<file path="config.mk">
export PLATFORM = sky130hd
export DESIGN_NAME = full_hk_wclk
export DESIGN_NICKNAME = d
export VERILOG_FILES = /design/src/rtl/full_hk_pkg.sv /design/src/rtl/hk_sync.sv /design/src/rtl/full_hk_wclk.sv
export SDC_FILE = /design/constraint.sdc
export NUM_CORES = 1
export LEC_CHECK = 0
export CAP_MARGIN = 20
export CORE_MARGIN = 3
export CORE_UTILIZATION = 60
export DETAILED_ROUTE_END_ITERATION = 8
export DONT_BUFFER_PORTS = 1
export PLACE_DENSITY = 0.76
export SKIP_LAST_GASP = 1
export SYNTH_ARGS = -nofsm -noshare
export SYNTH_HDL_FRONTEND = slang
export SYNTH_SLANG_ARGS = --single-unit
</file>
<file path="constraint.sdc">
create_clock -name clk -period 2.8 [get_ports clk]
set_input_delay 0.84 -clock clk [delete_from_list [all_inputs] [get_ports clk]]
set_output_delay 0.84 -clock clk [all_outputs]
set_load 0.02 [all_outputs]
</file>
<file path="src/rtl/full_hk_pkg.sv">
// Shared definitions for the write- and read-clock sides of the 4-phase handshake.
package full_hk_pkg;

   localparam int unsigned DefDataW      = 8;
   localparam int unsigned DefSyncStages = 2;
   localparam int unsigned DefCntW       = 16;

   typedef logic [1:0] hk_state_t;

   localparam hk_state_t StIdle = 2'd0;
   localparam hk_state_t StReq  = 2'd1;
   localparam hk_state_t StDrop = 2'd2;

endpackage

</file>
<file path="src/rtl/hk_sync.sv">
// Multi-flop level synchronizer for a single handshake bit crossing into the clk domain.
module hk_sync
   import full_hk_pkg::*;
#(
   parameter int unsigned SYNC_STAGES = DefSyncStages
) (
   input  logic clk,
   input  logic rst_n,
   input  logic d,
   output logic q
);

   logic [SYNC_STAGES-1:0] sync_q;

   always_ff @(posedge clk or negedge rst_n) begin
      if (!rst_n) begin
         sync_q <= '0;
      end else begin
         sync_q <= {sync_q[SYNC_STAGES-2:0], d};
      end
   end

   assign q = sync_q[SYNC_STAGES-1];

endmodule

</file>
<file path="src/rtl/full_hk_wclk.sv">
// Write-clock side of a 4-phase request/acknowledge crossing: accepts one word, holds it
// on wr_data while wr_vld runs the handshake, and counts completed transfers.
module full_hk_wclk
   import full_hk_pkg::*;
#(
   parameter int unsigned DATA_W      = DefDataW,
   parameter int unsigned SYNC_STAGES = DefSyncStages,
   parameter int unsigned CNT_W       = DefCntW
) (
   input  logic              clk,
   input  logic              rst_n,
   input  logic              src_vld,
   input  logic [DATA_W-1:0] src_data,
   output logic              src_rdy,
   output logic              wr_vld,
   output logic [DATA_W-1:0] wr_data,
   input  logic              rd_ack,
   output logic              xfer_done,
   output logic [CNT_W-1:0]  xfer_cnt,
   output logic              proto_err
);

   logic      ack_s;
   logic      accept;
   logic      done_d;
   hk_state_t state_q, state_d;

   hk_sync #(
      .SYNC_STAGES(SYNC_STAGES)
   ) u_ack_sync (
      .clk  (clk),
      .rst_n(rst_n),
      .d    (rd_ack),
      .q    (ack_s)
   );

   // A stale acknowledge in IDLE blocks new words until the read side releases it.
   assign src_rdy = (state_q == StIdle) && !ack_s;
   assign accept  = src_vld && src_rdy;

   always_comb begin
      state_d = state_q;
      done_d  = 1'b0;
      unique case (state_q)
         StIdle: if (accept) state_d = StReq;
         StReq:  if (ack_s)  state_d = StDrop;
         StDrop: begin
            if (!ack_s) begin
               state_d = StIdle;
               done_d  = 1'b1;
            end
         end
         default: state_d = StIdle;
      endcase
   end

   always_ff @(posedge clk or negedge rst_n) begin
      if (!rst_n) begin
         state_q   <= StIdle;
         wr_vld    <= 1'b0;
         wr_data   <= '0;
         xfer_done <= 1'b0;
         xfer_cnt  <= '0;
         proto_err <= 1'b0;
      end else begin
         state_q   <= state_d;
         wr_vld    <= (state_d == StReq);
         xfer_done <= done_d;
         if (accept) begin
            wr_data <= src_data;
         end
         if (done_d) begin
            xfer_cnt <= xfer_cnt + CNT_W'(1);
         end
         if ((state_q == StIdle) && ack_s) begin
            proto_err <= 1'b1;
         end
      end
   end

endmodule

</file>
**Run 1: the metal 3 layer**

Scale bar: 20 um.
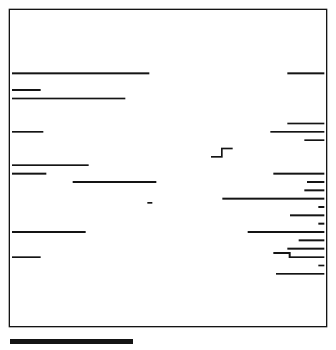
longest straight run	22.1 um
wire length on this layer	200 um
main direction	horizontal
nets with wire on the layer	26

**Run 1: sequential cells coloured by netlist name**

Other sequential cells in the stronger grey, the rest of the logic in the fainter grey.
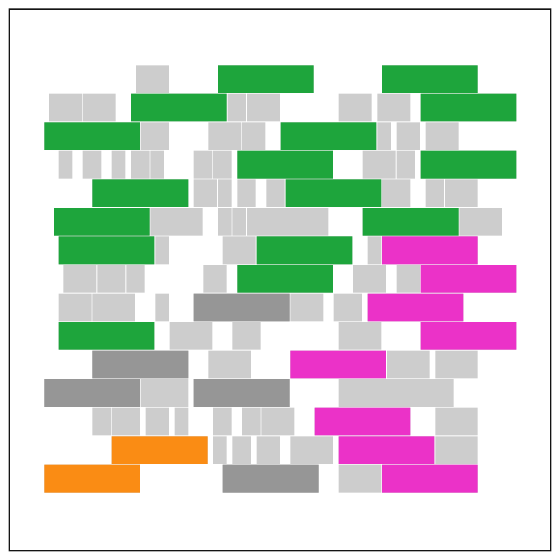
signal	colour	flops
u_ack_sync.sync_q	orange	2
xfer_cnt	green	16
wr_data	magenta	8
post-layout utilization of the core: 0.735
Sequential Power: 0.669 mW
sequential cell area: 776 um^2

**Run 1: routing congestion**

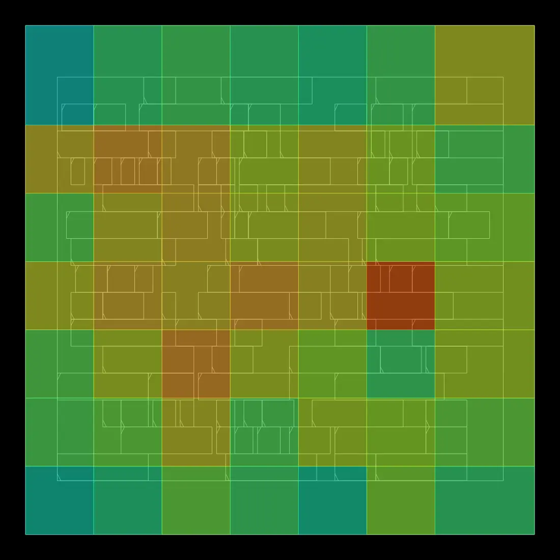
GR Layer Usage met1: 0.235
GRT met2 Usage: 0.288
GRT met3 Usage: 0.0875
final routed wire length divided by cell count: 16.6 um

**Run 1: gate-type map**

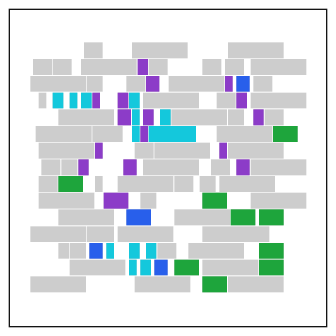
family	colour	cells
NAND gates	purple	16
NOR gates	cyan	13
multiplexers	green	9
AND and OR gates	blue	4
multi-input gate share of the layout cell area: 0.334
final cell count without fillers: 126

==> impl_results.html, run 1 <==
<h2>Synthesis and place &amp; route</h2>
<table>
<tr><th>Metric</th><th>Value</th></tr>
<tr><th colspan="2">Die</th></tr>
<tr><td>Count of boundary I/O pins</td><td>40</td></tr>
<tr><td>Cell Rows</td><td>15</td></tr>
<tr><td>Horizontal die dimension</td><td>~51 um</td></tr>
<tr><td>Core utilization at floorplan</td><td>0.674</td></tr>
<tr><td>Area of the chip</td><td>approximately 2600 um^2</td></tr>
<tr><td>Die Height</td><td>51.5 um</td></tr>
<tr><th colspan="2">Setup path</th></tr>
<tr><td>Crit-path cells</td><td>nor3_1</td></tr>
<tr><td>Setup crit start kind</td><td>register</td></tr>
<tr><td>Critical Path Max Stage Delay</td><td>around 0.6 ns</td></tr>
<tr><td>Critical path depth</td><td>1</td></tr>
<tr><td>Worst Path Buf+Inv</td><td>0</td></tr>
<tr><td>Worst setup path endpoint</td><td>src_rdy</td></tr>
<tr><td>Depth of the most critical reg-to-reg path</td><td>3</td></tr>
<tr><td>Register-to-Register Setup Slack</td><td>roughly 0.80 ns</td></tr>
<tr><td>Worst setup path category</td><td>reg -&gt; out</td></tr>
<tr><td>CP arrival</td><td>1.38 ns</td></tr>
<tr><td>Origin of the critical flop-to-flop path</td><td>state_q[1]$_DFF_PN0_</td></tr>
<tr><td>Critical path origin</td><td>state_q[1]$_DFF_PN0_</td></tr>
<tr><td>Highest fanout seen on the critical path</td><td>7</td></tr>
<tr><td>Capturing element type of the critical path</td><td>output port</td></tr>
<tr><td>CP max-delay cell</td><td>nor3_1</td></tr>
<tr><th colspan="2">Clocking</th></tr>
<tr><td>Cts bufs inserted</td><td>5</td></tr>
<tr><td>Clock transition at the register clock pins on the worst setup and hold paths after CTS</td><td>about 0.10 ns</td></tr>
<tr><td>Post CTS Setup Buffer Count</td><td>0</td></tr>
<tr><td>Total number of H-tree levels</td><td>2</td></tr>
<tr><td>Cells resized by post-CTS repair</td><td>0</td></tr>
<tr><td>Max clock buf depth</td><td>2</td></tr>
<tr><td>CTS tree</td><td>built</td></tr>
<tr><td>Number of buffers added to fix hold violations after cts</td><td>0</td></tr>
<tr><td>Clock Root Buffer</td><td>clkbuf_4</td></tr>
<tr><td>Clock sink total</td><td>31</td></tr>
<tr><th colspan="2">Yosys</th></tr>
<tr><td>Combinational family with the most area after synthesis</td><td>simple AND/OR/NAND/NOR gates</td></tr>
<tr><td>Post-synth EDFFs</td><td>0</td></tr>
<tr><td>Mean area per synthesized cell</td><td>roughly 13 um^2</td></tr>
<tr><td>Synth flops</td><td>31</td></tr>
<tr><td>Area fraction in xor and xnor cells</td><td>0.113</td></tr>
<tr><td>Post-synthesis sequential area ratio</td><td>0.626</td></tr>
<tr><td>Yosys Instances</td><td>between 90 and 100</td></tr>
<tr><td>Dominant synthesized flop cell</td><td>dfrtp_1</td></tr>
<tr><td>Biggest area consumer among synthesized cells</td><td>dfrtp_1</td></tr>
<tr><td>Synth top cells by count</td><td>dfrtp_1, xnor2_1, mux2_2</td></tr>
<tr><td>Synth unique cells</td><td>18</td></tr>
<tr><td>Simple-Gate Area Share</td><td>0.153</td></tr>
<tr><td>Multiplexer share</td><td>0.0817</td></tr>
<tr><td>Aoi/oai-family share of the synthesized area</td><td>0.00605</td></tr>
<tr><td>Area fraction in full adders, half adders and majority gates</td><td>0.0101</td></tr>
<tr><td>Area of the synthesized netlist per yosys stat</td><td>1240 um^2</td></tr>
<tr><td>Floorplan Nets</td><td>approximately 110</td></tr>
<tr><td>Area of the mapped netlist</td><td>between 1000 and 1500 um^2</td></tr>
<tr><th colspan="2">Final layout</th></tr>
<tr><td>Commonest cells after routing, fill and taps aside</td><td>dfrtp_1, xnor2_1, mux2_2</td></tr>
<tr><td>Most frequent standard cell in the layout excluding fill and tap cells</td><td>dfrtp_1</td></tr>
<tr><td>N_diodes</td><td>0</td></tr>
<tr><td>Area of all placed cells without fillers</td><td>approximately 1400 um^2</td></tr>
<tr><td>Area overhead of the layout relative to synthesis</td><td>9.08%</td></tr>
<tr><td>Logic area</td><td>around 450 um^2</td></tr>
<tr><th colspan="2">Routing</th></tr>
<tr><td>Violation count after the first detailed-routing iteration</td><td>22</td></tr>
<tr><td>Ratio of routed vias to standard cells</td><td>5.90</td></tr>
<tr><td>Top routing layer in use</td><td>met4</td></tr>
<tr><td>Via count</td><td>between 700 and 800</td></tr>
<tr><td>Detail Route Antenna Nets</td><td>0</td></tr>
<tr><td>First-pass detailed-route iteration total</td><td>4</td></tr>
<tr><td>Met2 Wirelength</td><td>approximately 990 um</td></tr>
<tr><td>Wire length on met1</td><td>between 800 and 900 um</td></tr>
<tr><td>Total DRC errors in the routed layout</td><td>0</td></tr>
<tr><td>Final WL</td><td>approximately 2.1 mm</td></tr>
<tr><th colspan="2">Placement</th></tr>
<tr><td>Pre-CTS setup slack</td><td>just over 0.8 ns</td></tr>
<tr><td>Weighted congestion reported at the end of routability-driven placement</td><td>about 0.7</td></tr>
<tr><td>Number of port buffers</td><td>0</td></tr>
<tr><td>Dpl cell area</td><td>between 1000 and 1500 um^2</td></tr>
<tr><td># placed instances</td><td>118</td></tr>
<tr><th colspan="2">Pwr</th></tr>
<tr><td>P_sw</td><td>about 0.35 mW</td></tr>
<tr><td>Leakage power</td><td>just over 0.6 nW</td></tr>
<tr><td>Combinational cell fraction of total power</td><td>0.093</td></tr>
<tr><td>Design internal power</td><td>0.787 mW</td></tr>
<tr><td>Power Clock</td><td>~0.36 mW</td></tr>
<tr><td>Clock network fraction of design power</td><td>0.316</td></tr>
<tr><td>Pwr per Cell Area</td><td>about 840 nW/um^2</td></tr>
<tr><td>Power in combinational cells</td><td>around 0.11 mW</td></tr>
<tr><td>Worst-case vdd ir drop</td><td>between 0.0005 and 0.0006 V</td></tr>
<tr><th colspan="2">Timing</th></tr>
<tr><td>Final worst slack</td><td>0.582 ns</td></tr>
<tr><td>Final Critical Period</td><td>2.22 ns</td></tr>
<tr><td>Number of max-slew violations in the final report</td><td>0</td></tr>
<tr><td>Count of endpoints failing setup in the final report</td><td>0</td></tr>
<tr><td>Worst clock skew</td><td>around 0.008 ns</td></tr>
<tr><td>Slew @ Worst Pin</td><td>slightly below 0.7 ns</td></tr>
<tr><td>RSZ-0062 raised after global routing</td><td>false</td></tr>
<tr><td>Worst-case headroom to the max-slew limit</td><td>0.533</td></tr>
<tr><td>Period utilization</td><td>0.792</td></tr>
<tr><th colspan="2">Run status</th></tr>
<tr><td>Status</td><td>completed</td></tr>
<tr><th colspan="2">GRT</th></tr>
<tr><td>Combined global-route utilization of all metal layers</td><td>0.192</td></tr>
<tr><td>Number of global-route vias before repair</td><td>758</td></tr>
<tr><td>Wire length of the first global-routing pass</td><td>around 3.6 mm</td></tr>
<tr><td>Largest net degree at the start of global routing</td><td>32</td></tr>
<tr><td>Aggregate global routing overflow</td><td>0</td></tr>
<tr><th colspan="2">Run</th></tr>
<tr><td>Max Cap Violations</td><td>0</td></tr>
<tr><td>Count of warning messages emitted by the tools</td><td>26</td></tr>
<tr><th colspan="2">Min path</th></tr>
<tr><td>Class of the worst hold path</td><td>in -&gt; async</td></tr>
</table>
==> run 1: final cells by class <==
cell class              count  share of cell area
flip-flops and latches     31               0.574
clock inverters             2              0.0259
multi-input cells          60               0.334
clock buffers               6              0.0379
well taps                  25              0.0231
inverters                   2             0.00555
==> run 1: worst reg2reg max path, stage by stage (launching register included) <==
cell	delay, ns
dfrtp_1	0.45
nor3_1	0.61
and2_1	0.44
mux2_2	0.39
==> run 1: flip-flops by register name, summed over array words and instances, names as in the netlist <==
| name | cells |
|---|---|
| u_ack_sync.sync_q | 2 |
| xfer_cnt | 16 |
| xfer_done | 1 |
| wr_data | 8 |
| proto_err | 1 |
| state_q | 2 |
| wr_vld | 1 |
**Run 1: metal 2**

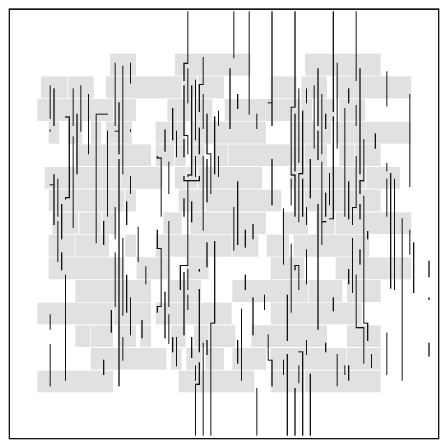

==> run 2, diff against run 1 <==
- CORE_UTILIZATION: 60 -> 54
- PLACE_DENSITY: 0.76 -> 0.72
- clock period: 2.8 -> 1.9 ns (I/O delays scaled with it)
**Run 2: metal 2**

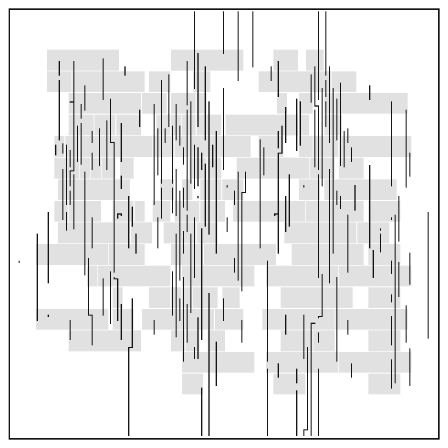
share of all routed wire	49%
wire length on this layer	1030 um
main direction	vertical
GRT met2 Usage: 0.282
via count: 767
final WL: 2.11 mm

**Run 2: gate-type map**

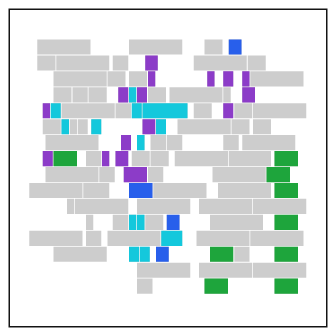
family	colour	cells
NAND gates	purple	16
NOR gates	cyan	13
multiplexers	green	9
AND and OR gates	blue	4

==> run 2 against run 1 <==
Compared with the run above:
- hold slack worse by 0.14 ns
- setup slack worse by 0.45 ns
- combinational power went up to 3.0 times the previous value
- clock power down 4%
- synthesized cell count did not move
- non-clock buffer count increased by 8
- critical path depth grew 1
==> impl_results.html, run 2 <==
<h2>Synthesis and place &amp; route</h2>
<table>
<tr><th>Metric</th><th>Value</th></tr>
<tr><th colspan="2">Clocking</th></tr>
<tr><td>Clock transition at the register clock pins on the worst setup and hold paths after CTS</td><td>0.09 ns (was 0.10 ns)</td></tr>
<tr><td>Clock Root Buffer</td><td>clkbuf_4 (unchanged)</td></tr>
<tr><td>Clock sink total</td><td>31 (unchanged)</td></tr>
<tr><td>CTS tree</td><td>built (unchanged)</td></tr>
<tr><td>Number of buffers added to fix hold violations after cts</td><td>1 (was 0)</td></tr>
<tr><td>Cts bufs inserted</td><td>5 (unchanged)</td></tr>
<tr><td>Max clock buf depth</td><td>2 (unchanged)</td></tr>
<tr><td>Total number of H-tree levels</td><td>2 (unchanged)</td></tr>
<tr><td>Cells resized by post-CTS repair</td><td>0 (unchanged)</td></tr>
<tr><td>Post CTS Setup Buffer Count</td><td>0 (unchanged)</td></tr>
<tr><th colspan="2">Setup path</th></tr>
<tr><td>Worst Path Buf+Inv</td><td>1 (was 0)</td></tr>
<tr><td>Worst setup path endpoint</td><td>src_rdy (unchanged)</td></tr>
<tr><td>Highest fanout seen on the critical path</td><td>7 (unchanged)</td></tr>
<tr><td>Worst setup path category</td><td>reg -&gt; out (unchanged)</td></tr>
<tr><td>CP arrival</td><td>1.20 ns (was 1.38 ns)</td></tr>
<tr><td>Crit-path cells</td><td>nor3_2 -&gt; buf_4 (was nor3_1)</td></tr>
<tr><td>Critical Path Max Stage Delay</td><td>0.48 ns (was 0.61 ns)</td></tr>
<tr><td>Depth of the most critical reg-to-reg path</td><td>4 (was 3)</td></tr>
<tr><td>Register-to-Register Setup Slack</td><td>0.19 ns (was 0.80 ns)</td></tr>
<tr><td>Critical path origin</td><td>state_q[1]$_DFF_PN0_ (unchanged)</td></tr>
<tr><td>Setup crit start kind</td><td>register (unchanged)</td></tr>
<tr><td>Critical path depth</td><td>2 (was 1)</td></tr>
<tr><td>CP max-delay cell</td><td>dfrtp_1 (was nor3_1)</td></tr>
<tr><td>Origin of the critical flop-to-flop path</td><td>state_q[1]$_DFF_PN0_ (unchanged)</td></tr>
<tr><th colspan="2">GRT</th></tr>
<tr><td>Largest net degree at the start of global routing</td><td>32 (unchanged)</td></tr>
<tr><td>Number of global-route vias before repair</td><td>813 (was 758)</td></tr>
<tr><td>Combined global-route utilization of all metal layers</td><td>0.179 (was 0.192)</td></tr>
<tr><td>Wire length of the first global-routing pass</td><td>3.51 mm (was 3.60 mm)</td></tr>
<tr><th colspan="2">Routing</th></tr>
<tr><td>Ratio of routed vias to standard cells</td><td>5.64 (was 5.90)</td></tr>
<tr><td>First-pass detailed-route iteration total</td><td>3 (was 4)</td></tr>
<tr><td>Final routed wire length divided by cell count</td><td>15.5 um (was 16.6 um)</td></tr>
<tr><td>Total DRC errors in the routed layout</td><td>0 (unchanged)</td></tr>
<tr><th colspan="2">Final layout</th></tr>
<tr><td>Registers with the most flip-flops</td><td>xfer_cnt x16, wr_data x8 (unchanged)</td></tr>
<tr><td>Most frequent standard cell in the layout excluding fill and tap cells</td><td>dfrtp_1 (unchanged)</td></tr>
<tr><td>Final cell count without fillers</td><td>136 (was 126)</td></tr>
<tr><td>Largest register by flop count</td><td>xfer_cnt (unchanged)</td></tr>
<tr><td>Post-layout utilization of the core</td><td>0.677 (was 0.735)</td></tr>
<tr><td>Commonest cells after routing, fill and taps aside</td><td>dfrtp_1, xnor2_1, mux2_2 (unchanged)</td></tr>
<tr><td>Area of all placed cells without fillers</td><td>1400 um^2 (was 1350 um^2)</td></tr>
<tr><td>Area overhead of the layout relative to synthesis</td><td>12.6% (was 9.08%)</td></tr>
<tr><th colspan="2">Yosys</th></tr>
<tr><td>Area of the synthesized netlist per yosys stat</td><td>1240 um^2 (unchanged)</td></tr>
<tr><td>Multiplexer share</td><td>0.0817 (unchanged)</td></tr>
<tr><td>Post-synthesis sequential area ratio</td><td>0.626 (unchanged)</td></tr>
<tr><td>Floorplan Nets</td><td>107 (unchanged)</td></tr>
<tr><td>Simple-Gate Area Share</td><td>0.153 (unchanged)</td></tr>
<tr><td>Area fraction in full adders, half adders and majority gates</td><td>0.0101 (unchanged)</td></tr>
<tr><td>Mean area per synthesized cell</td><td>13.2 um^2 (unchanged)</td></tr>
<tr><td>Synth flops</td><td>31 (unchanged)</td></tr>
<tr><td>Area fraction in xor and xnor cells</td><td>0.113 (unchanged)</td></tr>
<tr><td>Yosys Instances</td><td>94 (unchanged)</td></tr>
<tr><td>Synth unique cells</td><td>18 (unchanged)</td></tr>
<tr><td>Aoi/oai-family share of the synthesized area</td><td>0.00605 (unchanged)</td></tr>
<tr><td>Dominant synthesized flop cell</td><td>dfrtp_1 (unchanged)</td></tr>
<tr><td>Biggest area consumer among synthesized cells</td><td>dfrtp_1 (unchanged)</td></tr>
<tr><th colspan="2">Pwr</th></tr>
<tr><td>Design internal power</td><td>1.05 mW (was 0.787 mW)</td></tr>
<tr><td>Leakage power</td><td>0.642 nW (was 0.613 nW)</td></tr>
<tr><td>Sequential Power</td><td>0.892 mW (was 0.669 mW)</td></tr>
<tr><td>Power in combinational cells</td><td>0.323 mW (was 0.106 mW)</td></tr>
<tr><td>Pwr per Cell Area</td><td>1120 nW/um^2 (was 838 nW/um^2)</td></tr>
<tr><td>Power Clock</td><td>0.345 mW (was 0.359 mW)</td></tr>
<tr><td>Worst-case vdd ir drop</td><td>0.000786 V (was 0.000554 V)</td></tr>
<tr><td>Clock network fraction of design power</td><td>0.221 (was 0.316)</td></tr>
<tr><td>Combinational cell fraction of total power</td><td>0.207 (was 0.093)</td></tr>
<tr><td>P_sw</td><td>0.511 mW (was 0.347 mW)</td></tr>
<tr><th colspan="2">Die</th></tr>
<tr><td>Count of boundary I/O pins</td><td>40 (unchanged)</td></tr>
<tr><td>Core utilization at floorplan</td><td>0.601 (was 0.674)</td></tr>
<tr><td>Cell Rows</td><td>16 (was 15)</td></tr>
<tr><td>Area of the chip</td><td>2910 um^2 (was 2650 um^2)</td></tr>
<tr><td>Horizontal die dimension</td><td>53.9 um (was 51.5 um)</td></tr>
<tr><th colspan="2">Placement</th></tr>
<tr><td>Number of port buffers</td><td>0 (unchanged)</td></tr>
<tr><td>Pre-CTS setup slack</td><td>0.212 ns (was 0.810 ns)</td></tr>
<tr><td># placed instances</td><td>127 (was 118)</td></tr>
<tr><td>Dpl cell area</td><td>1320 um^2 (was 1270 um^2)</td></tr>
<tr><td>Weighted congestion reported at the end of routability-driven placement</td><td>0.768 (was 0.716)</td></tr>
<tr><th colspan="2">Timing</th></tr>
<tr><td>RSZ-0062 raised after global routing</td><td>false (unchanged)</td></tr>
<tr><td>Final worst slack</td><td>0.131 ns (was 0.582 ns)</td></tr>
<tr><td>Period utilization</td><td>0.931</td></tr>
<tr><td>Number of max-slew violations in the final report</td><td>0 (unchanged)</td></tr>
<tr><td>Worst clock skew</td><td>0.00726 ns (was 0.00780 ns)</td></tr>
<tr><td>Slew @ Worst Pin</td><td>0.416 ns (was 0.695 ns)</td></tr>
<tr><td>Worst-case headroom to the max-slew limit</td><td>0.720 (was 0.533)</td></tr>
<tr><td>Count of endpoints failing setup in the final report</td><td>0 (unchanged)</td></tr>
<tr><th colspan="2">Run status</th></tr>
<tr><td>Status</td><td>completed (unchanged)</td></tr>
<tr><th colspan="2">Run</th></tr>
<tr><td>Max Cap Violations</td><td>0 (unchanged)</td></tr>
<tr><td>Count of warning messages emitted by the tools</td><td>26 (unchanged)</td></tr>
</table>
[run 2: routing by layer]
| layer | vias up | global-route usage | share of wire |
|---|---|---|---|
| met1 | 373 | 0.203 | 0.39 |
| li1 | 354 | - | - |
| met4 | 0 | 0.102 | 0.021 |
| met5 | - | 0 | 0 |
| met2 | 33 | 0.282 | 0.49 |
| met3 | 7 | 0.0748 | 0.098 |
[run 2: area by class of cell]
type | instances | area, um^2 | area share
clock inverter | 1 | 5.00 | 0.00358
clock buffer | 7 | 45.0 | 0.0323
inverter | 2 | 7.51 | 0.00538
tap | 27 | 33.8 | 0.0242
sequential | 31 | 776 | 0.556
timing repair buffer | 8 | 72.6 | 0.0520
multi-input combinational | 60 | 457 | 0.327
Power is estimated from default activity; no workload was simulated.
